`config.mk`:
```
export PLATFORM = sky130hd
export DESIGN_NAME = dprintf_uart_tx
export DESIGN_NICKNAME = d
export VERILOG_FILES = /design/src/rtl/dprintf_uart_tx.sv
export SDC_FILE = /design/constraint.sdc
export NUM_CORES = 1
export LEC_CHECK = 0
export ABC_CLOCK_PERIOD_IN_PS = 3700
export CAP_MARGIN = 0
export CORE_MARGIN = 2
export CORE_UTILIZATION = 35
export CTS_CLUSTER_DIAMETER = 50
export DETAILED_ROUTE_END_ITERATION = 10
export PLACE_DENSITY = 0.62
export SLEW_MARGIN = 25
export SYNTH_ARGS = -nofsm -noshare
export SYNTH_HDL_FRONTEND = slang
export SYNTH_SLANG_ARGS = --single-unit
```
`constraint.sdc`:
```
create_clock -name clk -period 3.7 [get_ports clk]
set_clock_uncertainty 0.05 [all_clocks]
set_input_delay 0.74 -clock clk [delete_from_list [all_inputs] [get_ports clk]]
set_output_delay 0.74 -clock clk [all_outputs]
set_load 0.02 [all_outputs]
```
`src/rtl/dprintf_uart_tx.sv`:
```
`default_nettype none
// ============================================================================
// Module   : dprintf_uart_tx
// Function : Captures the dprintf byte stream into a FIFO and sends it as 8N1
//            UART frames, with an escaped address header on address jumps.
// Revision : 1.0 - initial release
// ============================================================================
module dprintf_uart_tx #(
    parameter int FIFO_LOG2    = 4,
    parameter int CLKS_PER_BIT = 868
) (
    input  logic        clk,
    input  logic        reset,
    input  logic        dprintf_byte__valid,
    input  logic [7:0]  dprintf_byte__data,
    input  logic [15:0] dprintf_byte__address,
    input  logic        clear_overflow,
    output logic        txd,
    output logic        busy,
    output logic        overflow,
    output logic [7:0]  drop_count
);

    localparam int                   c_DEPTH_N  = 1 << FIFO_LOG2;
    localparam logic [FIFO_LOG2:0]   c_DEPTH    = {1'b1, {FIFO_LOG2{1'b0}}};
    localparam logic [FIFO_LOG2:0]   c_CNT_ONE  = (FIFO_LOG2 + 1)'(1);
    localparam logic [FIFO_LOG2-1:0] c_PTR_ONE  = FIFO_LOG2'(1);
    localparam logic [15:0]          c_BIT_LAST = 16'(CLKS_PER_BIT - 1);
    localparam logic [3:0]           c_STOP_IDX = 4'd9;
    localparam logic [7:0]           c_ESC      = 8'h1B;
    localparam logic [7:0]           c_MARK     = 8'h40;

    localparam logic [2:0] c_ST_IDLE    = 3'd0;
    localparam logic [2:0] c_ST_ESC_A   = 3'd1;
    localparam logic [2:0] c_ST_MARK    = 3'd2;
    localparam logic [2:0] c_ST_ADDR_HI = 3'd3;
    localparam logic [2:0] c_ST_ADDR_LO = 3'd4;
    localparam logic [2:0] c_ST_ESC_D   = 3'd5;
    localparam logic [2:0] c_ST_DATA    = 3'd6;

    // FIFO entries are {address[15:0], data[7:0]}
    logic [23:0]          r_mem [0:c_DEPTH_N-1];
    logic [FIFO_LOG2-1:0] r_wr_ptr;
    logic [FIFO_LOG2-1:0] r_rd_ptr;
    logic [FIFO_LOG2:0]   r_count;
    logic                 r_overflow;
    logic [7:0]           r_drop_count;

    logic [2:0]  r_state;
    logic [15:0] r_hold_addr;
    logic [7:0]  r_hold_data;
    logic [15:0] r_last_addr;
    logic        r_last_valid;

    logic        r_txd;
    logic        r_sh_busy;
    logic [8:0]  r_sh_data;
    logic [3:0]  r_bit_idx;
    logic [15:0] r_clk_cnt;

    logic        w_full;
    logic        w_empty;
    logic        w_push;
    logic        w_drop;
    logic        w_pop;
    logic [15:0] w_head_addr;
    logic [7:0]  w_head_data;
    logic [15:0] w_next_addr;
    logic        w_consec;
    logic        w_bit_end;
    logic        w_sh_ready;
    logic        w_load;
    logic [7:0]  w_load_byte;
    logic [2:0]  w_state_next;

    // Fullness uses the registered count, so a same-cycle pop never frees a slot.
    assign w_full      = (r_count == c_DEPTH);
    assign w_empty     = (r_count == '0);
    assign w_push      = dprintf_byte__valid && !w_full;
    assign w_drop      = dprintf_byte__valid && w_full;
    assign w_head_addr = r_mem[r_rd_ptr][23:8];
    assign w_head_data = r_mem[r_rd_ptr][7:0];
    assign w_next_addr = r_last_addr + 16'd1;
    assign w_consec    = r_last_valid && (w_head_addr == w_next_addr);

    // The shifter can take a new byte on the final cycle of a stop bit.
    assign w_bit_end  = (r_clk_cnt == c_BIT_LAST);
    assign w_sh_ready = !r_sh_busy || (w_bit_end && (r_bit_idx == c_STOP_IDX));
    assign w_load     = (r_state != c_ST_IDLE) && w_sh_ready;

    assign txd        = r_txd;
    assign busy       = !w_empty || (r_state != c_ST_IDLE) || r_sh_busy;
    assign overflow   = r_overflow;
    assign drop_count = r_drop_count;

    always_ff @(posedge clk) begin
        if (w_push) begin
            r_mem[r_wr_ptr] <= {dprintf_byte__address, dprintf_byte__data};
        end
    end

    always_ff @(posedge clk or posedge reset) begin
        if (reset) begin
            r_wr_ptr     <= '0;
            r_rd_ptr     <= '0;
            r_count      <= '0;
            r_overflow   <= 1'b0;
            r_drop_count <= 8'h00;
        end else begin
            if (w_push) r_wr_ptr <= r_wr_ptr + c_PTR_ONE;
            if (w_pop)  r_rd_ptr <= r_rd_ptr + c_PTR_ONE;
            case ({w_push, w_pop})
                2'b10:   r_count <= r_count + c_CNT_ONE;
                2'b01:   r_count <= r_count - c_CNT_ONE;
                default: r_count <= r_count;
            endcase
            if (clear_overflow) begin
                r_overflow   <= 1'b0;
                r_drop_count <= 8'h00;
            end else if (w_drop) begin
                r_overflow <= 1'b1;
                if (r_drop_count != 8'hFF) r_drop_count <= r_drop_count + 8'd1;
            end
        end
    end

    always_comb begin
        w_state_next = r_state;
        w_pop        = 1'b0;
        w_load_byte  = 8'h00;
        case (r_state)
            c_ST_IDLE: begin
                if (!w_empty) begin
                    w_pop = 1'b1;
                    if (!w_consec)                 w_state_next = c_ST_ESC_A;
                    else if (w_head_data == c_ESC) w_state_next = c_ST_ESC_D;
                    else                           w_state_next = c_ST_DATA;
                end
            end
            c_ST_ESC_A: begin
                w_load_byte = c_ESC;
                if (w_load) w_state_next = c_ST_MARK;
            end
            c_ST_MARK: begin
                w_load_byte = c_MARK;
                if (w_load) w_state_next = c_ST_ADDR_HI;
            end
            c_ST_ADDR_HI: begin
                w_load_byte = r_hold_addr[15:8];
                if (w_load) w_state_next = c_ST_ADDR_LO;
            end
            c_ST_ADDR_LO: begin
                w_load_byte = r_hold_addr[7:0];
                if (w_load) w_state_next = (r_hold_data == c_ESC) ? c_ST_ESC_D : c_ST_DATA;
            end
            c_ST_ESC_D: begin
                w_load_byte = c_ESC;
                if (w_load) w_state_next = c_ST_DATA;
            end
            c_ST_DATA: begin
                w_load_byte = r_hold_data;
                if (w_load) w_state_next = c_ST_IDLE;
            end
            default: w_state_next = c_ST_IDLE;
        endcase
    end

    always_ff @(posedge clk or posedge reset) begin
        if (reset) begin
            r_state      <= c_ST_IDLE;
            r_hold_addr  <= 16'h0000;
            r_hold_data  <= 8'h00;
            r_last_addr  <= 16'h0000;
            r_last_valid <= 1'b0;
        end else begin
            r_state <= w_state_next;
            if (w_pop) begin
                r_hold_addr <= w_head_addr;
                r_hold_data <= w_head_data;
            end
            if (w_load && (r_state == c_ST_DATA)) r_last_addr <= r_hold_addr;
            // A dropped byte breaks the host's address tracking, so force a header.
            if (w_drop)                                r_last_valid <= 1'b0;
            else if (w_load && (r_state == c_ST_DATA)) r_last_valid <= 1'b1;
        end
    end

    always_ff @(posedge clk or posedge reset) begin
        if (reset) begin
            r_txd     <= 1'b1;
            r_sh_busy <= 1'b0;
            r_sh_data <= 9'h1FF;
            r_bit_idx <= 4'd0;
            r_clk_cnt <= 16'd0;
        end else if (w_load) begin
            r_txd     <= 1'b0;
            r_sh_busy <= 1'b1;
            r_sh_data <= {1'b1, w_load_byte};
            r_bit_idx <= 4'd0;
            r_clk_cnt <= 16'd0;
        end else if (r_sh_busy) begin
            if (w_bit_end) begin
                r_clk_cnt <= 16'd0;
                if (r_bit_idx == c_STOP_IDX) begin
                    r_sh_busy <= 1'b0;
                end else begin
                    r_txd     <= r_sh_data[0];
                    r_sh_data <= {1'b1, r_sh_data[8:1]};
                    r_bit_idx <= r_bit_idx + 4'd1;
                end
            end else begin
                r_clk_cnt <= r_clk_cnt + 16'd1;
            end
        end
    end

endmodule
`default_nettype wire

```
Fig. 1: run 1, placement by cell class
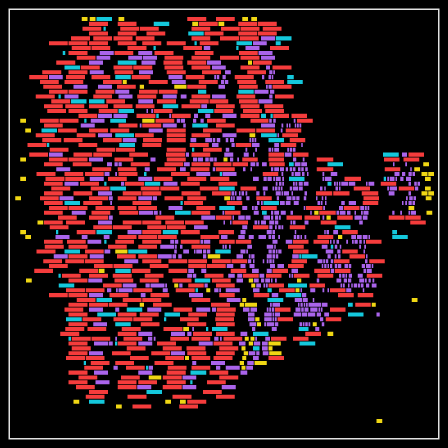
| class | colour | cells | share of their area |
|---|---|---|---|
| registers | red | 480 | 64% |
| remaining logic cells | purple | 611 | 25% |
| clock drivers and dummy loads | cyan | 100 | 7.9% |
| remaining buffers and delay cells | yellow | 77 | 3.6% |
flip-flop and latch share of the layout cell area: 0.610
area of all placed cells without fillers: 22900 um2
final cell utilization of the core: 0.414

Fig. 2: run 1, supply network
The bar under the picture is 50 um long. Pins as bars on the die edge.
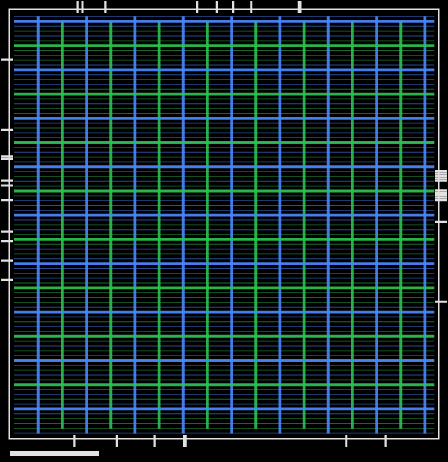
| net | colour |
|---|---|
| VDD | green |
| VSS | blue |
met5 straps: 17
rows: 86
met1 rails: 87
met4 straps: 17
area of the core region: 55200 um2
height of the die: 240 um
maximum vdd ir drop: 0.000428 V
floorplan die width: 240 um

==> results_dict.tcl, run 1 <==
# metrics dict for downstream scripts
set metrics [dict create \
    xor_share 0.0260 \
    timing.setup.critical_path_class "reg2out" \
    ctsResizeCount 0 \
    yosysUniqueCellTypes 57 \
    setup_violations 0 \
    worstPathRequired_ps 2910 \
    die-area_um2 57800 \
    flop_cell "edfxtp_1" \
    grt_pass1_vias 10400 \
    dp_hpwl_mm 24.7 \
    drt-pass1-iter-count 7 \
    worst_setup_path_end_kind "output port" \
    avgSynthCellArea_um2 17.1 \
    synth_nets 1185 \
    r2r.worst_path.cells 9 \
    drc 0 \
    drive_above_1_share 0.210 \
    postCtsSetupRepairBufs 0 \
    hold_path_depth 2 \
    compound_area_frac 0.0429 \
    timing.hold.worst_endpoint "r_sh_data[2]" \
    clock_sinks 480 \
    worstHoldStart "r_sh_data[2]" \
    remaining_max_slew_budget_at_the_tightest_pin 0.405 \
    postCtsHoldBufs 0 \
    detailedRoute.firstIterationViolations 998 \
    logic_family "multiplexers" \
    worst_skew_pair.late_latency_ps 610 \
    crit_path_end "busy" \
    nNetsFinal 1266 \
    final_sum_of_negative_setup_slack_ps 0 \
    power.leakage_uw 0.00775 \
    finalWorstPathRequiredPeriod_ps 3330 \
    yosys-stat-area_um2 19600 \
    async_reset_ff_frac 0.200 \
    sequential_area_share_after_synthesis 0.713 \
    number_of_nets_with_antenna_violations_after_detailed_routing 0 \
    critical_path.slowest_cell "clkdlybuf4s50_1" \
    number_of_max_capacitance_violations_reported 0 \
    critical-path-top-delay-family "simple AND/OR/NAND/NOR gates" \
    arrival_ps 2540 \
    path_clk_slew_ps 60 \
    timing.fmax_mhz 301 \
    vias 10300 \
    synthSimpleGateAreaFrac 0.0626 \
    r2r_slack_ps 450 \
    clockRootBuffer "clkbuf_16" \
    ys.warnings.count 0 \
    tritoncts.num_buffers 53 \
    r2r-start "r_rd_ptr[2]" \
    gr-usage-all-layers 0.154 \
    crit_path_max_fanout 15 \
    rsz_0062_raised_after_global_routing "false" \
    vias_per_cell 5.12 \
    initial_core_utilization 0.354 \
    report.final.slew_viol_count 0 \
    adder_share 0.00998 \
    wl_per_cell_um 21.4 \
    worst_setup_path_startpoint "r_state[1]" \
    result_of_the_run "finished, final reports clean" \
    tritoncts "built" \
    reg_to_reg_endpoint "r_state[0]" \
    clockBufferDepth 3 \
    ys_cells 1142 \
    holdCritPathClass "reg2reg" \
    crit_cells 5 \
    post_synthesis_cell_area_um2 19600 \
    grt_first_pass_wirelength_mm 66.2 \
    gp_congestion 0.840 \
    gr-total-overflow 0 \
    largest_net_degree_at_the_start_of_global_routing 46 \
    synth-seq-cells 480 \
    post_synth_tally_of_flip_flops_with_integrated_enable 384 \
    muxShareOfSynthArea 0.127 \
    grt_antenna_before_repair 0 \
    worstPathCellList "nor2_1, nand2_1, nor2_1, nand2_1, clkdlybuf4s50_1" \
    final.fill_count 4885 \
    postRouteWirelength_mm 43.2 \
    crit_path_max_incr_delay_ps 560 \
    n_antenna_cell 0 \
    critPathLaunchType "flip-flop" \
    final-hold-violation-count 0 \
    worstPathBufferInverterCount 1 \
    syn-instance-count 1142 \
    powerDensity_nw_per_um2 710 \
    min_period_over_period 0.899 \
    log.warning_count 30 \
    layout-area-overhead-vs-synth_pct 17.0 \
    placementRows 86 \
    worst_slew_pin_slew_ps 891 \
    clock_tree.htree_level_count 2 \
]
Fig. 3: run 1, I/O nets highlighted
The bar under the picture is 50 um long.
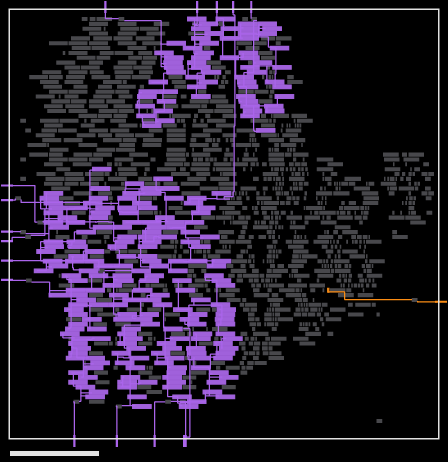
| port | colour | bits | direction | edge | end cells | buffers | wire |
|---|---|---|---|---|---|---|---|
| busy | orange | 1 | output | east | 1 | 1 | 62.3 um |
| dprintf_byte__address | purple | 16 | input | 6 west, 5 north, 5 south | 256 | 16 | 2570 um |
count of input and output buffers: 38
I/O Pins: 39

-- run 1: stage by stage --
| stage | std cells | setup WS, ps | hold WS (ps) | instance area, um2 | power (uW) |
|---|---|---|---|---|---|
| 2_1_floorplan | 1142 | 135 | 409 | 19600 | 9840 |
| 3_3_place_gp | 1916 | 454 | 438 | 21100 | 11200 |
| 3_5_place_dp | 1916 | 475 | 445 | 21100 | 11200 |
| 4_1_cts | 2016 | 337 | 457 | 22900 | 16400 |
| 5_1_grt | 2016 | 177 | 472 | 22900 | 17000 |
| 6_report | 2016 | 373 | 459 | 22900 | 16200 |
-- run 1: power by group --
| part | switching, uW | internal [uW] |
|---|---|---|
| Sequential | 611 | 6540 |
| Combinational | 2040 | 1860 |
| Clock | 2170 | 3010 |
-- run 1: registers in the layout (all words and copies together), names as in the netlist, 5 cells and up --
signal,count
r_hold_data,8
r_last_addr,16
r_count,5
r_hold_addr,16
r_clk_cnt,16
r_mem,384
drop_count,8
r_sh_data,8
-- run 1: per-layer routing --
metal,global-route usage,up-vias,routed length (um)
met2,0.251,306,20900
met1,0.212,5317,18700
met5,0,-,0
met4,0.0423,0,1010
met3,0.0287,67,2580
li1,-,4626,-
-- run 1: cell type report --
cell class                      instances  area [um2]  share of cell area
Clock buffer                           66        1410              0.0615
Clock inverter                         34         333              0.0145
Inverter                               23        88.8             0.00388
Multi-Input combinational cell        588        5370               0.235
Sequential cell                       480       14000               0.610
Tap cell                              748         936              0.0409
Timing Repair Buffer                   77         786              0.0344
-- run 1: kinds of logic (layout without fill, tap and decap cells) --
logic type      Yosys count  after routing
xor+xnor                 58             58
simple gates            259            259
buf+inv                  74            200
mux                     130            130
flops                   480            480
compound gates          126            126
fa+ha+maj                15             15
-- run 1: synthesized netlist by cell type, drive strengths merged, types with 12 or more instances --
cell      n  share of area
mux2     22          0.013
nand3    20         0.0051
o21ai    40          0.010
a21oi    16         0.0041
clkbuf   18         0.0035
a22oi    21         0.0081
buf      33         0.0099
nor2b    12         0.0038
xor2     22         0.0099
nand2    96          0.018
nor2     62          0.012
ha       14         0.0090
xnor2    36          0.016
mux2i    15         0.0077
mux4     93           0.11
nor3     15         0.0038
dfrtp    87           0.11
nand4    18         0.0058
edfxtp  384           0.59
inv      23         0.0044
-- run 1: worst reg2reg max path: stages (launching register included) --
cell	delay (ps)
dfrtp_4	850
mux4_2	450
a22o_1	250
a221oi_1	420
buf_4	220
xnor2_1	130
nand2_1	70
nor4_1	360
and4b_1	280
a21oi_1	70
-- run 1: layout by cell type (no fill, tap or decap), types with 14 or more instances in the layout --
master,synthesis,routed
a21oi_1,16,16
o21ai_0,35,34
xnor2_1,36,36
mux2_2,20,20
clkbuf_16,0,54
clkdlybuf4s50_1,0,38
ha_1,14,14
a22oi_1,21,21
nor2_1,62,50
buf_4,5,30
nand2_1,96,96
nand3_1,20,20
nand4_1,18,18
mux4_2,93,93
edfxtp_1,384,384
inv_1,23,22
xor2_1,22,22
dfrtp_1,87,84
mux2i_1,15,15
==> inputs of run 2 (changes only) <==
--- a/config.mk
+++ b/config.mk
@@ -12,6 +12,7 @@
 export CTS_CLUSTER_DIAMETER = 50
 export DETAILED_ROUTE_END_ITERATION = 10
 export PLACE_DENSITY = 0.62
+export SETUP_SLACK_MARGIN = 0.15
 export SLEW_MARGIN = 25
 export SYNTH_ARGS = -nofsm -noshare
 export SYNTH_HDL_FRONTEND = slang
==> run 2 against run 1 <==
Sequential share of layout area decreased by 0.25 points. Synthesized cell count unchanged. Fmax increased by 0.81%. Count of clock-buffer cells in the layout decreased by 2. Hold slack improved by 3.0 ps. Flip-flop count unchanged. Largest power group unchanged.
==> results_dict.tcl, run 2 <==
# metrics dict for downstream scripts
set metrics [dict create \
    holdCritPathClass "reg2reg" \
    min_period_over_period 0.892 \
    remaining_max_slew_budget_at_the_tightest_pin 0.432 \
    setup_violations 0 \
    r2r_slack_ps 430 \
    final-hold-violation-count 0 \
    final_common_cell "edfxtp_1" \
    leading_cell_type_by_number_of_instances_after_synthesis "edfxtp_1" \
    path_clk_slew_ps 60 \
    ctsResizeCount 0 \
    ios 39 \
    arrival_ps 2510 \
    fp.coreArea_um2 55200 \
    initial_core_utilization 0.354 \
    final.fill_count 4879 \
    grt_pass1_vias 10500 \
    reg_to_reg_endpoint "r_state[0]" \
    critPathLaunchType "flip-flop" \
    async_reset_ff_frac 0.200 \
    yosys-stat-area_um2 19600 \
    top_usage_layer "met2" \
    powerDensity_nw_per_um2 709 \
    gr-total-overflow 0 \
    sequential_area_share_after_synthesis 0.713 \
    synth-seq-cells 480 \
    seq_area_um2 14000 \
    postRouteWirelength_mm 43.9 \
    crit_path_end "busy" \
    rsz_0062_raised_after_global_routing "false" \
    drt-pass1-iter-count 5 \
    worstPathCellList "nor2_1, nand2_1, nor2_1, nand2_1, clkdlybuf4s50_1" \
    timing.setup.critical_path_class "reg2out" \
    grt_first_pass_wirelength_mm 66.9 \
    log.warning_count 30 \
    syn-instance-count 1142 \
    nNetsFinal 1268 \
    power.leakage_uw 0.00778 \
    port_buffers 38 \
    tritoncts.num_buffers 51 \
    crit_path_max_incr_delay_ps 560 \
    largest_net_degree_at_the_start_of_global_routing 58 \
    grtUsageMet1 0.220 \
    r2r.worst_path.cells 9 \
    worstHoldStart "r_sh_data[6]" \
    setup_ws_ps 400 \
    vias 10400 \
    regMostFlops "r_mem" \
    placement.cell_area_um2 21300 \
    final_layout_top_logic_cells "edfxtp_1, nand2_1, mux4_2" \
    crit_path_max_fanout 15 \
    ys_top_cells_by_area "edfxtp_1, dfrtp_1, mux4_2" \
    largest_area_cell "edfxtp_1" \
    n_antenna_cell 0 \
    vias_per_cell 5.16 \
    flop_cell "edfxtp_1" \
    worst_slew_pin_slew_ps 852 \
    tritoncts "built" \
    globalRouteMet3Util 0.0262 \
    number_of_max_capacitance_violations_reported 0 \
    clock_sinks 480 \
    yosysUniqueCellTypes 57 \
    wl_per_cell_um 21.8 \
    postCtsSetupRepairBufs 0 \
    grt_antenna_before_repair 0 \
    worst_setup_path_end_kind "output port" \
    report.final.slew_viol_count 0 \
    dp_hpwl_mm 24.8 \
    clock_tree.htree_level_count 2 \
    final_sum_of_negative_setup_slack_ps 0 \
    synthTopCellsByCount "edfxtp_1, nand2_1, mux4_2" \
    worst_ir_drop_vdd_v 0.000422 \
    die-area_um2 57800 \
    post_synthesis_cell_area_um2 19600 \
    clockRootBuffer "clkbuf_16" \
    synth_nets 1185 \
    worst_setup_path_startpoint "r_state[1]" \
    final_total_power_uw 16300 \
    finalWorstPathRequiredPeriod_ps 3300 \
    r2r-start "r_rd_ptr[2]" \
    largest_register_ffs 384 \
    dieHeight_um 240 \
    ys.warnings.count 0 \
    post_synth_tally_of_flip_flops_with_integrated_enable 384 \
    number_of_nets_with_antenna_violations_after_detailed_routing 0 \
    critical_path.slowest_cell "clkdlybuf4s50_1" \
    gr-usage-all-layers 0.157 \
    top_area_frac 0.590 \
    detailedRoute.firstIterationViolations 1043 \
    postCtsHoldBufs 0 \
    drc 0 \
    use_met2 0.248 \
    worst_skew_pair.late_latency_ps 610 \
    gp_congestion 0.825 \
    layout-area-overhead-vs-synth_pct 17.5 \
    avgSynthCellArea_um2 17.1 \
    drive_above_1_share 0.211 \
    dp_worst_setup_slack_ps 436 \
    area_of_the_multi_input_gates_um2 5380 \
    ys_cells 1142 \
    timing.fmax_mhz 303 \
    dieWidth_um 240 \
    clockBufferDepth 3 \
    result_of_the_run "finished, final reports clean" \
    worstPathRequired_ps 2910 \
]
## run 2: per-stage QoR
| step | cells | hold WS, ps | util |
|---|---|---|---|
| 2_1_floorplan | 1142 | 409 | - |
| 3_3_place_gp | 1920 | 440 | 0.385 |
| 3_5_place_dp | 1920 | 449 | 0.385 |
| 4_1_cts | 2015 | 461 | 0.416 |
| 5_1_grt | 2015 | 468 | 0.416 |
| 6_report | 2015 | 462 | 0.416 |
## run 2: final cells by class
cell class                      instances  share of cell area
Clock buffer                           64              0.0604
Clock inverter                         31              0.0135
Inverter                               23             0.00387
Multi-Input combinational cell        588               0.234
Sequential cell                       480               0.608
Tap cell                              748              0.0407
Timing Repair Buffer                   81              0.0399
## run 2: worst min path at each step
stage | end | slack [ps] | depth (start not counted)
floorplan | r_hold_data[3] | 410 | 2
global placement | r_sh_data[6] | 440 | 2
detailed placement | r_sh_data[6] | 450 | 2
CTS | r_sh_data[5] | 460 | 2
global route | r_sh_data[6] | 470 | 2
finish | r_sh_data[5] | 460 | 2
## run 2: cell families after synthesis
group                    Yosys count  share of synthesized area
flip-flops                       480                      0.713
AND/OR/NAND/NOR                  259                     0.0626
multiplexers                     130                      0.127
AND-OR/OR-AND                    126                     0.0429
buffers and inverters             74                     0.0177
XOR/XNOR                          58                     0.0260
adder cells (fa/ha/maj)           15                    0.00998
## run 2: layer usage
layer  vias to the layer above  part of all wire
met5                         -                 0
met3                        71             0.052
met2                       261              0.48
li1                       4616                 -
met1                      5445              0.45
met4                         0             0.025
## run 2: power breakdown
group	internal, uW	switching (uW)
sequential	6540	658
clock	2970	2150
combinational	1910	2050
## run 2: critical path: cells and delay by family, from the launching register on
family | cells | cell delay [ps]
flip-flops | 1 | 530
AND/OR/NAND/NOR | 4 | 830
buffers and inverters | 1 | 560
Fig. 4: run 2, placement by cell class
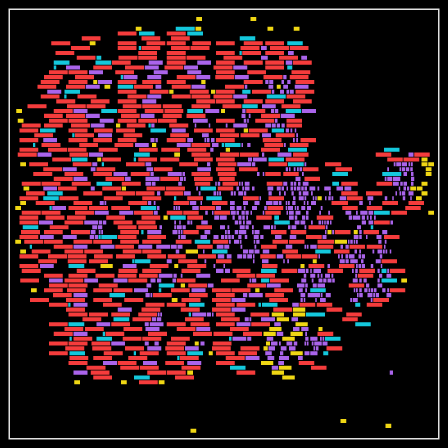
area of all placed cells without fillers: 23000 um2
Std-Cell Rows: 86

Fig. 5: run 2, I/O nets highlighted
The bar under the picture is 50 um long.
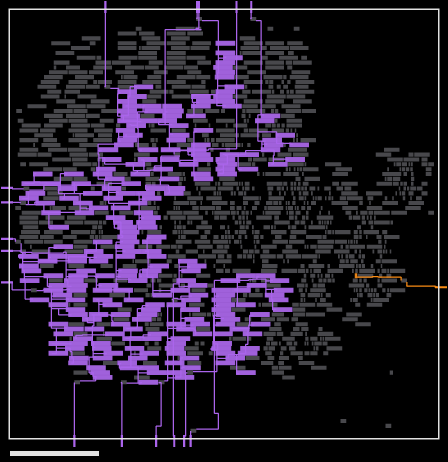
| port | colour | bits | direction | edge | end cells | buffers | wire |
|---|---|---|---|---|---|---|---|
| busy | orange | 1 | output | east | 1 | 1 | 46.9 um |
| dprintf_byte__address | purple | 16 | input | 6 south, 5 north, 5 west | 256 | 16 | 2800 um |

==> inputs of run 3 (changes only) <==
--- a/config.mk
+++ b/config.mk
@@ -5,12 +5,12 @@
 export SDC_FILE = /design/constraint.sdc
 export NUM_CORES = 1
 export LEC_CHECK = 0
-export ABC_CLOCK_PERIOD_IN_PS = 3700
 export CAP_MARGIN = 0
 export CORE_MARGIN = 2
 export CORE_UTILIZATION = 35
 export CTS_CLUSTER_DIAMETER = 50
 export DETAILED_ROUTE_END_ITERATION = 10
+export GPL_TIMING_DRIVEN = 0
 export PLACE_DENSITY = 0.62
 export SETUP_SLACK_MARGIN = 0.15
 export SLEW_MARGIN = 25
Fig. 6: run 3, congestion heat map
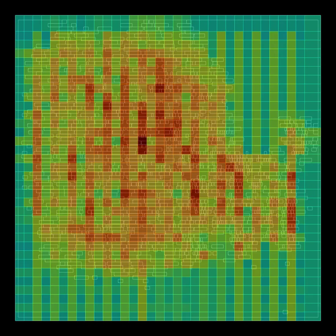
final cell utilization of the core: 0.423
met2 usage: 0.276
met3 demand-to-capacity share in global routing: 0.0354
busiest layer in global routing: met2
Overall Global Routing Usage: 0.164

Fig. 7: run 3, local utilization
The bar under the picture is 50 um long. The die is cut into 24 by 24 equal tiles; black is low, pale yellow is high, 0 to 100% covered.
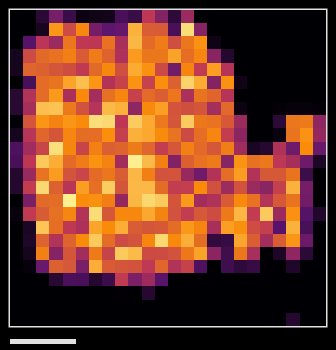
nearly empty tiles: 30%
mean over tiles: 39%
densest ninth of the die: centre
tiles over 75% full: 14%
emptiest ninth of the die: north-east
fullest tile: 97%
initial core utilization: 0.354

==> run 3 against run 2 <==
Combinational power up 16%. Critical path depth rose by 5. Register-to-register slack worse by 110 ps. Final area rose by 1.7%. First-iteration DRC count down 5.6%. Highest routed layer is now met5. Largest cell class unchanged.
==> results_dict.tcl, run 3 <==
# metrics dict for downstream scripts
set metrics [dict create \
    dp_hpwl_mm 30.5 \
    critPathLaunchType "flip-flop" \
    critical-path-top-delay-family "simple AND/OR/NAND/NOR gates" \
    crit_path_max_fanout 10 \
    critical_path.slowest_cell "buf_2" \
    final.fill_count 4851 \
    dieWidth_um 240 \
    p_sw_uw 5150 \
    largest_register_ffs 384 \
    postCtsSetupRepairBufs 0 \
    clock_tree.htree_level_count 2 \
    pwr-share-comb 0.271 \
    nNetsFinal 1303 \
    sequential_area_share_after_synthesis 0.713 \
    min_period_over_period 0.915 \
    timing.setup.critical_path_class "reg2reg" \
    detailedRoute.firstIterationViolations 985 \
    async_reset_ff_frac 0.200 \
    flop_cell "edfxtp_1" \
    die-area_um2 57800 \
    path_clk_slew_ps 60 \
    largest_area_cell "edfxtp_1" \
    seq_power_share 0.404 \
    powerDensity_nw_per_um2 726 \
    wl_per_cell_um 22.5 \
    post_synthesis_cell_area_um2 19600 \
    tritoncts.num_buffers 51 \
    grt_first_pass_wirelength_mm 69.2 \
    synth-seq-cells 480 \
    portion_of_total_power_attributed_to_the_clock_network 0.325 \
    final_common_cell "edfxtp_1" \
    post-route-cell-area_um2 23400 \
    number_of_max_capacitance_violations_reported 0 \
    leading_cell_type_by_number_of_instances_after_synthesis "edfxtp_1" \
    setup_violations 0 \
    internal-power_uw 11800 \
    placement.cell_area_um2 21500 \
    result_of_the_run "finished, final reports clean" \
    rsz_0062_raised_after_global_routing "true" \
    ys.warnings.count 0 \
    yosys-stat-area_um2 19600 \
    timing.fmax_mhz 296 \
    ys_top_cells_by_area "edfxtp_1, dfrtp_1, mux4_2" \
    final-hold-violation-count 0 \
    number_of_nets_with_antenna_violations_after_detailed_routing 0 \
    vias 10600 \
    remaining_max_slew_budget_at_the_tightest_pin 0.458 \
    clockRootBuffer "clkbuf_16" \
    postRouteWirelength_mm 46.1 \
    placementRows 86 \
    layout-area-overhead-vs-synth_pct 19.5 \
    worst_ir_drop_vdd_v 0.000479 \
    timing.critical_path.mode_cell "buf_2" \
    post_synth_tally_of_flip_flops_with_integrated_enable 384 \
    vias_per_cell 5.17 \
    worst_skew_pair.late_latency_ps 630 \
    largest_net_degree_at_the_start_of_global_routing 58 \
    gp_congestion 0.824 \
    worstPathCellList "buf_2, buf_2, mux4_2, a22oi_1, nand2_1, xnor2_1, nand4_1, nor4_1, and4b_1, a21oi_1" \
    arrival_ps 3800 \
    grt_pass1_vias 10800 \
    regMostFlops "r_mem" \
    n_antenna_cell 0 \
    gr-total-overflow 0 \
    crit_path_max_incr_delay_ps 450 \
    grt_antenna_before_repair 1 \
    ys_cells 1142 \
    syn-instance-count 1142 \
    dieHeight_um 240 \
    clockBufferDepth 3 \
    drt-pass1-iter-count 5 \
    report.final.slew_viol_count 0 \
    swShare 0.303 \
    worst_setup_path_end_kind "flip-flop" \
    avgSynthCellArea_um2 17.1 \
    ios 39 \
    worst_slew_pin_slew_ps 810 \
    drive_above_1_share 0.221 \
    final_layout_top_logic_cells "edfxtp_1, nand2_1, mux4_2" \
    holdCritPathClass "reg2reg" \
    power.leakage_uw 0.00798 \
    synth_nets 1185 \
    yosysUniqueCellTypes 57 \
    log.warning_count 32 \
    finalWorstPathRequiredPeriod_ps 3380 \
    drc 0 \
    top_area_frac 0.590 \
    port_buffers 37 \
    clock_sinks 480 \
    synthTopCellsByCount "edfxtp_1, nand2_1, mux4_2" \
    tritoncts "built" \
    worstPathBufferInverterCount 2 \
    worstPathRequired_ps 4110 \
    fp.coreArea_um2 55200 \
]
run 3: routing by layer:
metal | track usage | vias to the layer above | wire, um
li1 | - | 4717 | -
met1 | 0.216 | 5526 | 19600
met2 | 0.276 | 294 | 22800
met3 | 0.0354 | 62 | 2830
met4 | 0.0435 | 2 | 837
met5 | 0 | - | 12
run 3: cells by family (layout without fill, tap and decap cells):
group / after synthesis / after routing / synth area share
and+or+nand+nor: 259 / 259 / 0.0626
adders and majority gates: 15 / 15 / 0.00998
xor gates and xnor gates: 58 / 58 / 0.0260
DFF: 480 / 480 / 0.713
AOI/OAI and AO/OA: 126 / 126 / 0.0429
buffers and inverters: 74 / 234 / 0.0177
muxes: 130 / 130 / 0.127
run 3: power by group through the flow:
stage | combinational [uW] | sequential, uW | clock (uW)
finish | 4600 | 6850 | 5520
global route | 4950 | 6920 | 5830
CTS | 4620 | 6850 | 5620
detailed placement | 4590 | 6950 | 0
global placement | 4320 | 6970 | 0
floorplan | 3000 | 6850 | 0
run 3: worst paths after layout:
check	start	to	slack, ps	cells past startpoint
max	r_rd_ptr[1]	r_state[0]	320	10
min in group asynchronous	reset	r_last_addr[3]	510	2
max in group asynchronous	reset	r_sh_data[3]	2430	3
max reg2reg	r_rd_ptr[1]	r_state[0]	320	10
min reg2reg	r_hold_data[1]	r_hold_data[1]	460	2
min	r_hold_data[1]	r_hold_data[1]	460	2
run 3: worst min-delay path: stages (launching register included):
cell	delay, ps
dfrtp_1	360
nand2_1	60
nand2_1	60
run 3: cell type report:
class                      instances  area, um2  area share
clock inverter                    35        523      0.0224
sequential                       480      13900       0.597
tap                              748        936      0.0401
timing repair buffer              65        853      0.0365
inverter                          23       91.3     0.00391
buffer                            51        273      0.0117
clock buffer                      60       1320      0.0565
multi-input combinational        588       5420       0.232
run 3: through the flow:
stage | std cells | setup WS, ps | hold WS [ps] | power, uW | setup TNS [ps]
global route | 2050 | 143 | 467 | 17700 | 0
floorplan | 1142 | 179 | 409 | 9850 | 0
CTS | 2050 | 79.4 | 436 | 17100 | 0
global placement | 1927 | -2960 | 444 | 11300 | -767780
detailed placement | 1955 | -544 | 449 | 11500 | -2170
finish | 2050 | 316 | 457 | 17000 | 0
run 3: timing repair:
item | CTS | global route
hold buffers | 0 | 0
endpoints found under the setup margin | 7 | 5
gates resized | 10 | 14
Power and IR drop assume default switching activity.
